--- config.mk ---
export PLATFORM = sky130hd
export DESIGN_NAME = dram_cmd_timer
export DESIGN_NICKNAME = d
export VERILOG_FILES = /design/src/rtl/dram_cmd_timer.sv
export SDC_FILE = /design/constraint.sdc
export NUM_CORES = 1
export LEC_CHECK = 0
export ABC_CLOCK_PERIOD_IN_PS = 5100
export CAP_MARGIN = 15
export CORE_MARGIN = 5
export CORE_UTILIZATION = 49
export DETAILED_ROUTE_END_ITERATION = 8
export PLACE_DENSITY_LB_ADDON = 0.12
export SLEW_MARGIN = 10
export SYNTH_ARGS = -nofsm -noshare
export SYNTH_HDL_FRONTEND = slang
export SYNTH_SLANG_ARGS = --single-unit
--- constraint.sdc ---
create_clock -name clk -period 5.1 [get_ports clk]
set_input_delay 1.275 -clock clk [delete_from_list [all_inputs] [get_ports clk]]
set_output_delay 1.275 -clock clk [all_outputs]
set_load 0.005 [all_outputs]
--- src/rtl/dram_cmd_timer.sv ---
// dram_cmd_timer: DRAM command timing and bank-state checker behind a four-phase cmd_req/cmd_ack handshake
module dram_cmd_timer #(
    parameter int NUM_OF_BANKS = 8,
    parameter int NUM_OF_ROWS  = 128,
    parameter int T_RCD        = 3,
    parameter int T_CL         = 2,
    parameter int T_WR         = 2,
    parameter int T_RP         = 3,
    parameter int CNT_WIDTH    = 4
) (
    input  logic                            clk,
    input  logic                            rst,
    input  logic                            cmd_req,
    input  logic [1:0]                      cmd,
    input  logic [$clog2(NUM_OF_BANKS)-1:0] bank_id,
    input  logic [$clog2(NUM_OF_ROWS)-1:0]  row_id,
    output logic                            cmd_ack,
    output logic                            cmd_err,
    output logic                            rd_strobe,
    output logic                            wr_strobe,
    output logic [NUM_OF_BANKS-1:0]         bank_open,
    output logic                            busy
);
    localparam int BW = $clog2(NUM_OF_BANKS);
    localparam int RW = $clog2(NUM_OF_ROWS);
    localparam logic [1:0] ACT = 2'b00, RD = 2'b01, WR = 2'b10, PRE = 2'b11;
    typedef enum logic [1:0] {IDLE, WAIT, ACK} state_t;
    state_t state, state_d;
    logic [CNT_WIDTH-1:0] cnt, delay;
    logic [1:0] cmd_q;
    logic [BW-1:0] bank_q;
    logic [RW-1:0] row_q;
    logic err_q, illegal, accept, done;
    logic [RW-1:0] open_row [NUM_OF_BANKS];

    assign busy = state != IDLE;

    always_comb begin
        accept = state == IDLE && cmd_req && !cmd_ack;
        done = state == WAIT && cnt == '0;
        illegal = cmd == ACT ? bank_open[bank_id] :
                  cmd == PRE ? 1'b0 : !(bank_open[bank_id] && open_row[bank_id] == row_id);
        // illegal commands complete on the very next edge
        delay = illegal ? '0 :
                cmd == ACT ? CNT_WIDTH'(T_RCD - 1) :
                cmd == RD ? CNT_WIDTH'(T_CL - 1) :
                cmd == WR ? CNT_WIDTH'(T_WR - 1) : CNT_WIDTH'(T_RP - 1);
        state_d = accept ? WAIT : done ? ACK : (state == ACK && !cmd_req) ? IDLE : state;
    end

    always_ff @(posedge clk) begin
        if (rst) begin
            state <= IDLE;
            cnt <= '0;
            cmd_q <= ACT;
            bank_q <= '0;
            row_q <= '0;
            err_q <= 1'b0;
            cmd_ack <= 1'b0;
            cmd_err <= 1'b0;
            rd_strobe <= 1'b0;
            wr_strobe <= 1'b0;
            bank_open <= '0;
            open_row <= '{default: '0};
        end else begin
            state <= state_d;
            rd_strobe <= 1'b0;
            wr_strobe <= 1'b0;
            if (accept) begin
                cmd_q <= cmd;
                bank_q <= bank_id;
                row_q <= row_id;
                err_q <= illegal;
                cnt <= delay;
            end
            if (state == WAIT && cnt != '0)
                cnt <= cnt - 1'b1;
            if (done) begin
                cmd_ack <= 1'b1;
                cmd_err <= err_q;
                rd_strobe <= !err_q && cmd_q == RD;
                wr_strobe <= !err_q && cmd_q == WR;
                if (!err_q && cmd_q == ACT) begin
                    bank_open[bank_q] <= 1'b1;
                    open_row[bank_q] <= row_q;
                end
                if (!err_q && cmd_q == PRE)
                    bank_open[bank_q] <= 1'b0;
            end
            if (state == ACK && !cmd_req) begin
                cmd_ack <= 1'b0;
                cmd_err <= 1'b0;
            end
        end
    end
endmodule

==> results_slide.txt, run 1 <==
Synthesis and Place & Route Summary

Setup path
  – Worst setup SP type: input port
  – Cells on worst reg2reg path: 7
  – Critical-path maximum fanout: 18
  – Setup crit end kind: flop
  – R2R Setup Slk: 2.56 ns
  – Worst path max stage delay: 0.78 ns
  – Crit. Startpoint: bank_id[0]

Floorplan
  – Die y size: 101.1 µm
  – Num tapcells: 105
  – Site row count: 33
  – Core area: 8134 µm²
  – Floorplan core density: 49.99%

Cells and area
  – Logic area: 2120 µm²
  – Number of logic gates: 309
  – Final clock-cell share: 3.526%
  – Top cell category: logic gates
  – Non-clock buffer count: 35
  – Final nets: 468
  – Register area: 1742 µm²
  – Top Layout Cells: dfxtp_1 (87), nand2_1 (59), nor2_1 (49)
  – Seq cells: 87
  – Max reg flops: 56
  – Layout cells sized above 1: 10.11%
  – Final Cell Area: 4507 µm²

Place
  – Setup Slack @ Placement: 1.030 ns
  – Dpl cells: 544
  – Area after DPL: 4348 µm²

Final timing
  – Period utilization: 72.39%
  – RSZ-0062 raised after global routing: no
  – Fin crit period: 3.692 ns
  – Final Hold Slack: 0.4575 ns
  – Fin. Hold Viols: 0
  – Final setup margin: 1.408 ns
  – Slew Limit Fails: 0
  – F_max: 270.9 MHz

Yosys
  – Most common cell in the netlist: dfxtp_1
  – Top cells by count: dfxtp_1 (87), nand2_1 (59), nor2_1 (49)
  – Post-synth EDFFs: 0
  – Synthesis Warnings: 0
  – Cells after synthesis: 439
  – Ranking of synthesized cells by area: dfxtp_1 (43%), mux2i_1 (11%), nand2_1 (5.4%), a21oi_1 (4.8%), nor2_1 (4.5%)
  – Mapped Nets: 457

CTS
  – Root Buffer: clkbuf_8
  – TritonCTS clock tree: built
  – Num CTS Buffers: 9

Hold path
  – WHS Endpoint: open_row[22]
  – Hold Crit Start: open_row[22]
  – Hold WC Path Type: reg2reg

Power and ir drop
  – NetSw: 0.4252 mW
  – Pwr Density: 310.8 nW/µm²
  – Internal power: 0.9753 mW
  – Switch share: 30.36%
  – Logic pwr share: 16.9%

Routing
  – Met2 routed WL: 4680 µm
  – DRT Pass-1 Iters: 4
  – Highest metal used: met4
  – WL/cell: 17.62 µm

GRT
  – Initial antenna violation count: 0
  – Gr usage total: 20.51%
  – Met1 global-route usage: 28.34%
  – Global route overflow: 0
  – First-pass GRT wire length: 16190 µm
  – Most Crowded Layer GR: met2
  – Largest net degree at the start of global routing: 64

Run status
  – Run status: finished clean

Flow run
  – # Max-Cap Violations: 0
## run 1: cell families after synthesis
kind of cell             Yosys count  share of synthesized area [%]
flip-flops                        87                          42.83
adder cells (fa/ha/maj)            3                         0.9232
AND-OR/OR-AND                     71                          11.45
multiplexers                      64                          19.02
buffers and inverters             43                          5.169
AND/OR/NAND/NOR                  168                          19.97
XOR/XNOR                           3                         0.6463
## run 1: power by group through the flow
| stage | clock network, mW | logic [mW] | registers (mW) |
|---|---|---|---|
| global route | 0.468 | 0.260 | 0.755 |
| detailed placement | 0 | 0.238 | 0.764 |
| global placement | 0 | 0.235 | 0.762 |
| finish | 0.417 | 0.236 | 0.747 |
| floorplan | 0 | 0.180 | 0.736 |
| CTS | 0.429 | 0.239 | 0.748 |
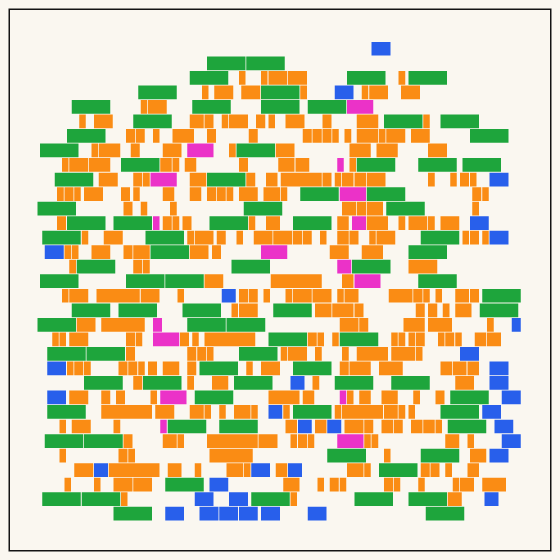
Figure 1: run 1, cells colored by class.
Key: orange = remaining logic cells [cells 317, share of their area 49%]; magenta = clock drivers and dummy loads [cells 16, share of their area 3.6%]; green = registers [cells 87, share of their area 40%]; blue = remaining buffers and delay cells [cells 35, share of their area 7.4%]

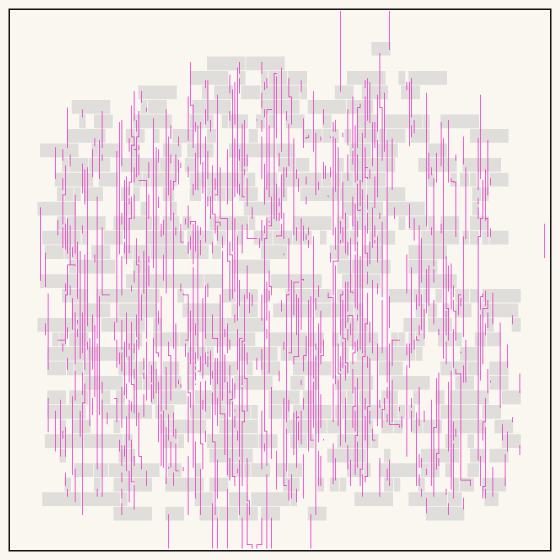
Figure 2: run 1, M2 wires.
Cells faint in the background.
364 nets have wire on it. The wires run mostly vertical. The longest straight run is 45.2 µm.

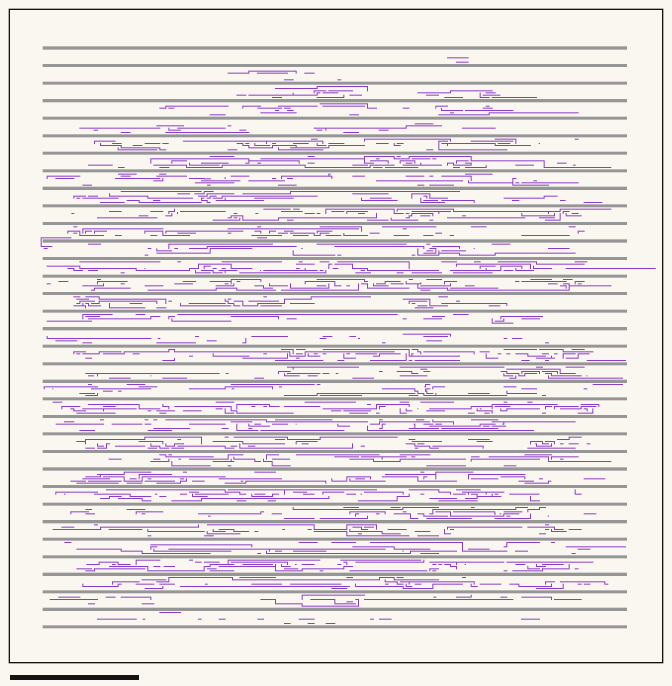
Figure 3: run 1, metal 1.
The bar under the picture is 20 µm long. Supply wires on this layer in gray.
The layer holds 46% of the routed length. The wires run mostly horizontal.

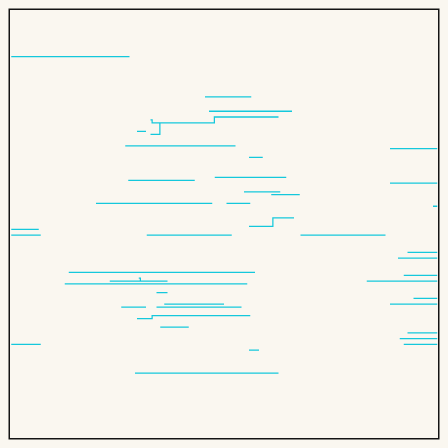
Figure 4: run 1, M3 wires.
The layer holds 5.9% of the routed length. The longest straight run is 43.7 µm. 34 nets have wire on it. The wires run mostly horizontal.

==> run 2: changes to the inputs <==
- ABC_CLOCK_PERIOD_IN_PS: 5100 -> 3600
- clock period: 5.1 -> 3.6 ns (I/O delays scaled with it)
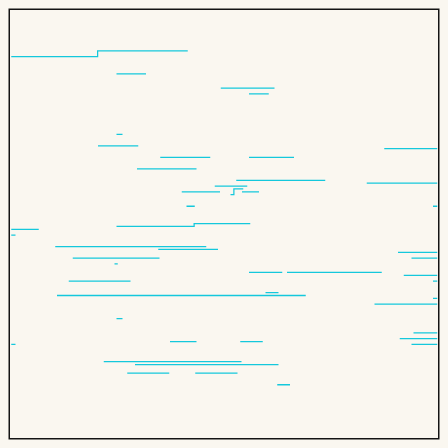
Figure 5: run 2, M3 wires.
The layer carries 560 µm of wire. 33 nets have wire on it. The longest straight run is 58.4 µm. The wires run mostly horizontal.

==> run 2 against run 1 <==
Against the previous run:
- via count up 3.4%
- final cell count up 1.1%
- global-route usage up 0.42 points
- design area up 3.1%
- first-iteration DRC count down 19%
==> results_slide.txt, run 2 <==
Synthesis and Place & Route Summary

GRT
  – Gr usage total: 20.93% (+0.42 points)
  – Met1 global-route usage: 28.02% (-0.32 points)
  – Largest net degree at the start of global routing: 43 (-33%)
  – Initial antenna violation count: 0 (unchanged)
  – Global route overflow: 0 (unchanged)
  – First-pass GRT wire length: 16490 µm (+1.8%)
  – Most Crowded Layer GR: met2

Cells and area
  – Top cell category: logic gates
  – Non-clock buffer count: 41 (+17%)
  – Final Cell Area: 4647 µm² (+3.1%)
  – Logic area: 2120 µm² (unchanged)
  – Register area: 1742 µm² (unchanged)
  – Number of logic gates: 309 (unchanged)
  – Top Layout Cells: dfxtp_1 (87), nand2_1 (59), nor2_1 (49)
  – Layout cells sized above 1: 12.15% (+2.0 points)
  – Max reg flops: 56 (unchanged)
  – Final nets: 474 (+1.3%)

Yosys
  – Aoi share: 11.45% (unchanged)
  – Synthesis Warnings: 0 (unchanged)
  – Post-synth EDFFs: 0 (unchanged)
  – Top cells by count: dfxtp_1 (87), nand2_1 (59), nor2_1 (49)
  – Comb area leader: simple AND/OR/NAND/NOR gates
  – Most common cell in the netlist: dfxtp_1
  – Post-Synth XOR/XNOR Area: 0.6462% (unchanged)
  – Mapped Nets: 457 (unchanged)
  – Mux share: 19.02% (unchanged)
  – Simple-Gate Area Share: 19.97% (unchanged)
  – Cells after synthesis: 439 (unchanged)
  – Ranking of synthesized cells by area: dfxtp_1 (43%), mux2i_1 (11%), nand2_1 (5.4%), a21oi_1 (4.8%), nor2_1 (4.5%)

Routing
  – DRT Pass-1 Iters: 4 (unchanged)
  – Met2 routed WL: 4868 µm (+4.0%)
  – WL/cell: 17.86 µm (+1.4%)

Floorplan
  – Die y size: 101.1 µm (unchanged)
  – Core area: 8134 µm² (unchanged)
  – Site row count: 33 (unchanged)
  – Floorplan core density: 49.99% (unchanged)
  – Num tapcells: 105 (unchanged)

Place
  – Setup Slack @ Placement: 0.3187 ns (-0.7114 ns)
  – Dpl cells: 550 (+1.1%)

Setup path
  – Setup crit end kind: flop
  – Worst path max stage delay: 0.77 ns (about the same)
  – Critical-path maximum fanout: 12 (-6)
  – Crit. Startpoint: bank_id[1]

Hold path
  – Hold WC Path Type: reg2reg
  – WHS Endpoint: open_row[50]
  – Hold Crit Start: open_row[50]

Final timing
  – Final Hold Slack: 0.4570 ns (-0.0005210 ns)
  – Period utilization: 80.90%
  – RSZ-0062 raised after global routing: no
  – Slew Limit Fails: 0 (unchanged)
  – Final setup margin: 0.6876 ns (-0.7207 ns)
  – Fin crit period: 2.912 ns
  – F_max: 343.4 MHz
  – Fin. Hold Viols: 0 (unchanged)

Run status
  – Run status: finished clean

Power and ir drop
  – Logic pwr share: 15.6% (-1.3 points)
  – Internal power: 1.586 mW (+63%)

Flow run
  – # Max-Cap Violations: 0 (unchanged)

CTS
  – Num CTS Buffers: 9 (unchanged)
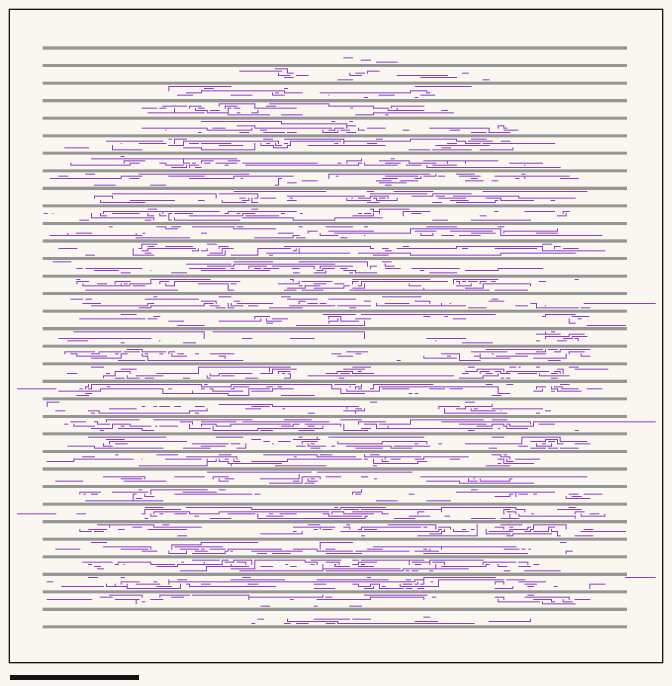
Figure 6: run 2, metal 1.
The bar under the picture is 20 µm long. Supply wires on this layer in gray.
The wires run mostly horizontal. 444 nets have wire on it. The layer holds 45% of the routed length. The layer carries 4540 µm of wire.

[run 2: cell count changes in the layout (fill, tap and decap cells not counted), sizes merged]
cell | previous run | this run
clkbuf | 13 | 12
clkinvlp | 2 | 1
bufinv | 0 | 2
buf | 9 | 15
[run 2: power groups by stage]
stage / clock network (mW) / logic, mW / registers, mW
after floorplan: 0 / 0.255 / 1.04
after global placement: 0 / 0.337 / 1.08
after detailed placement: 0 / 0.343 / 1.08
after CTS: 0.812 / 0.344 / 1.06
after global routing: 0.854 / 0.376 / 1.07
final: 0.796 / 0.343 / 1.06
[run 2: worst max-delay path, delay by kind of cell]
kind / cells / cell delay (ns)
multiplexers: 1 / 0.40
AND/OR/NAND/NOR: 3 / 0.68
buffers and inverters: 1 / 0.77
AND-OR/OR-AND: 2 / 0.43
Power and IR drop assume default switching activity.
